[config.mk]
export PLATFORM = sky130hd
export DESIGN_NAME = uart_tick_gen
export DESIGN_NICKNAME = d
export VERILOG_FILES = /design/src/rtl/uart_tick_gen.sv
export SDC_FILE = /design/constraint.sdc
export NUM_CORES = 1
export LEC_CHECK = 0
export CAP_MARGIN = 20
export CORE_UTILIZATION = 57
export CTS_BUF_LIST = sky130_fd_sc_hd__clkbuf_2 sky130_fd_sc_hd__clkbuf_4 sky130_fd_sc_hd__clkbuf_8
export DETAILED_ROUTE_END_ITERATION = 7
export GPL_ROUTABILITY_DRIVEN = 0
export PLACE_DENSITY = 0.89
export SKIP_CTS_REPAIR_TIMING = 1
export SLEW_MARGIN = 20
export SYNTH_ARGS = -nofsm -noshare
export SYNTH_HDL_FRONTEND = slang
export SYNTH_SLANG_ARGS = --single-unit
[constraint.sdc]
create_clock -name sys_clk -period 6 [get_ports sys_clk]
set_input_delay 1.2 -clock sys_clk [delete_from_list [all_inputs] [get_ports sys_clk]]
set_output_delay 1.2 -clock sys_clk [all_outputs]
set_load 0.01 [all_outputs]
[src/rtl/uart_tick_gen.sv]
// uart_tick_gen: sample/bit-rate enable pulse generator for the UART path.
// Programmable divisor with glitch-free switching, count enable and phase re-sync.
module uart_tick_gen #(
  parameter  int DIV_W       = 16,
  parameter  int OSR         = 16,
  parameter  int DEFAULT_DIV = 326,
  localparam int OSR_W       = (OSR > 2) ? $clog2(OSR) : 1
) (
  input  logic             sys_clk,
  input  logic             reset,
  input  logic             en,
  input  logic             sync,
  input  logic [DIV_W-1:0] div_in,
  input  logic             div_load,
  output logic             smp_tick,
  output logic             bot_tick,
  output logic [OSR_W-1:0] smp_idx,
  output logic [DIV_W-1:0] div_cur,
  output logic             pend
);

  localparam logic [OSR_W-1:0] IDX_LAST = OSR_W'(OSR - 1);
  localparam logic [DIV_W-1:0] DIV_RST  = DIV_W'(DEFAULT_DIV);
  localparam logic [DIV_W-1:0] DIV_ONE  = DIV_W'(1);

  logic [DIV_W-1:0] cnt;
  logic [DIV_W-1:0] div_pend;
  logic [DIV_W-1:0] div_new;
  logic             wrap;
  logic             last;
  logic             apply;

  // Period boundary, last sample of a bit, and the edges where a pending divisor may switch in.
  always_comb begin
    wrap    = (cnt == div_cur - DIV_ONE);
    last    = (smp_idx == IDX_LAST);
    apply   = pend & (sync | ~en | wrap);
    div_new = (div_in == '0) ? DIV_ONE : div_in;
  end

  // Cycle counter, sample index and the registered tick pulses.
  always_ff @(posedge sys_clk) begin
    if (reset) begin
      cnt      <= '0;
      smp_idx  <= '0;
      smp_tick <= 1'b0;
      bot_tick <= 1'b0;
    end else if (sync) begin
      cnt      <= '0;
      smp_idx  <= '0;
      smp_tick <= 1'b0;
      bot_tick <= 1'b0;
    end else if (en) begin
      smp_tick <= wrap;
      bot_tick <= wrap & last;
      if (wrap) begin
        cnt     <= '0;
        smp_idx <= last ? '0 : smp_idx + OSR_W'(1);
      end else begin
        cnt <= cnt + DIV_ONE;
      end
    end else begin
      smp_tick <= 1'b0;
      bot_tick <= 1'b0;
    end
  end

  // Divisor staging: a new load only lands in div_cur at a period boundary,
  // a sync, or while disabled, so no period is ever cut short.
  always_ff @(posedge sys_clk) begin
    if (reset) begin
      div_cur  <= DIV_RST;
      div_pend <= '0;
      pend     <= 1'b0;
    end else begin
      if (apply) begin
        div_cur <= div_pend;
        pend    <= 1'b0;
      end
      if (div_load) begin
        div_pend <= div_new;
        pend     <= 1'b1;
      end
    end
  end

endmodule

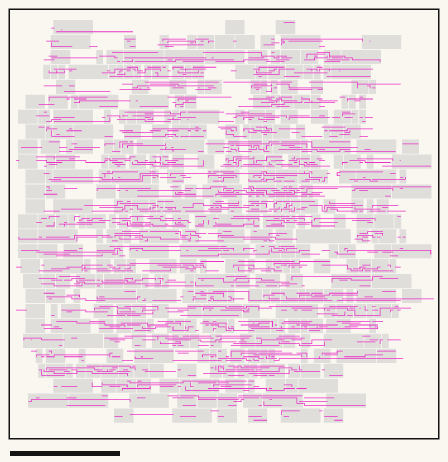
*M1 wires*
The bar under the picture is 20 µm long.
nets with wire on the layer	395
share of all routed wire	44%
longest straight run	23.9 µm

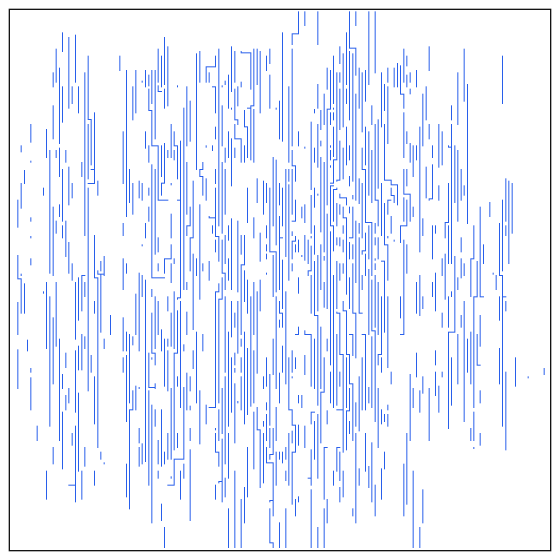
*The metal 2 layer*
nets with wire on the layer	373
wire length on this layer	3730 µm
longest straight run	29.2 µm
main direction	vertical

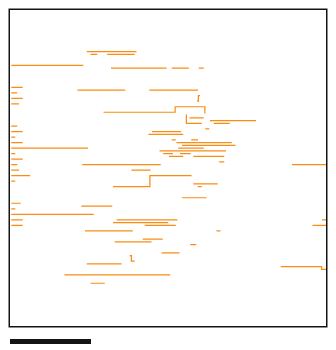
*The metal 3 layer*
The bar under the picture is 20 µm long.
share of all routed wire	6.2%
main direction	horizontal
longest straight run	25.8 µm
nets with wire on the layer	57
wire length on this layer	480 µm
wirelength, routed: 7.75 mm
met3 Resource Use GR: 5.76%
DR vias: 3095

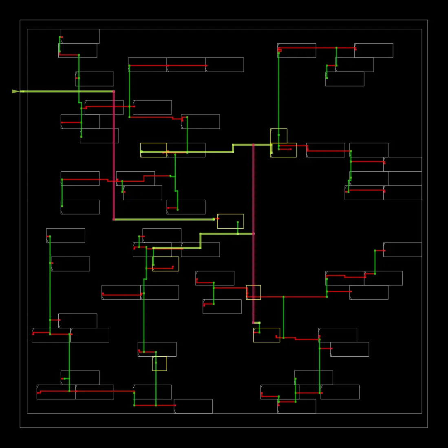
*The clock network*
Flop Count: 55
clk sinks: 55
Worst Clk Skew: 0.00818 ns
clock buffers: 6

## routing by layer
layer,vias up,routed length [µm],track usage [%]
met5,-,0,0
met4,0,135,8.89
met3,16,480,5.76
met2,117,3730,44.2
met1,1460,3400,34.9
li1,1502,-,-
## synthesized netlist by cell type (4+ instances only)
| master | count | area share, % |
|---|---|---|
| inv_1 | 5 | 0.57 |
| clkbuf_1 | 24 | 2.7 |
| nor2_1 | 51 | 5.8 |
| xor2_1 | 19 | 5.1 |
| xnor2_1 | 12 | 3.2 |
| a211oi_1 | 6 | 1.4 |
| a2111oi_0 | 4 | 1.1 |
| or4b_2 | 4 | 1.2 |
| nand2_1 | 34 | 3.9 |
| mux2i_1 | 18 | 5.5 |
| o2111ai_1 | 13 | 3.5 |
| dfxtp_1 | 55 | 34 |
| o21ai_0 | 15 | 2.3 |
| nor3_1 | 8 | 1.2 |
| nand4_1 | 8 | 1.5 |
| nor3b_1 | 4 | 0.91 |
| nor2b_1 | 12 | 2.3 |
| nand3_1 | 12 | 1.8 |
| nor4_1 | 10 | 1.9 |
| o311ai_0 | 11 | 2.9 |
| a21oi_1 | 4 | 0.61 |
| o31ai_1 | 5 | 1.1 |
| and3_1 | 7 | 1.3 |
| or3_1 | 6 | 1.1 |
## cells by family after synthesis
group	synth area share (%)
simple gates	28.1
compound gates	18.3
flops	33.5
buf+inv	4.50
xor+xnor	8.27
mux	6.17
fa+ha+maj	1.14
## sequential cells by signal, summed over array words and instances (netlist names)
register,count
bot_tick,1
cnt,16
div_cur,16
div_pend,16
pend,1
smp_idx,4
smp_tick,1
## worst paths after layout
path                               endpoint  slack, ns  depth (start not counted)
worst min-delay path            div_pend[0]       0.51                          2
worst max register to register   div_cur[4]       2.35                          9
worst min register to register  div_pend[0]       0.51                          2
worst max-delay path             div_cur[4]       2.35                          9
==> out/metrics.csv <==
metric,value,unit
largest net degree at the start of global routing,39,
maximum VDD drop,0.000116,V
max-slew violations,0,
gr usage total,26.9,%
n_taps,72,
post-route insts no fill,491,
CP dominant cell by count,nand2_1,
Root Driver,clkbuf_8,
Pint,0.518,mW
P_sw,0.204,mW
"Req. time, crit path",6.21,ns
critical path data arrival time,3.87,ns
Seq/total area,29.0,%
power share of the sequential group,54.8,%
Mean Syn Cell Area,8.31,µm²
hold path startpoint,div_pend[0],
status,finished clean,
Combinational Power Share,15.5,%
Comb gates,305,
Non-clk invs,5,
Power figures rest on the tool's default switching activity, not on a simulated workload.
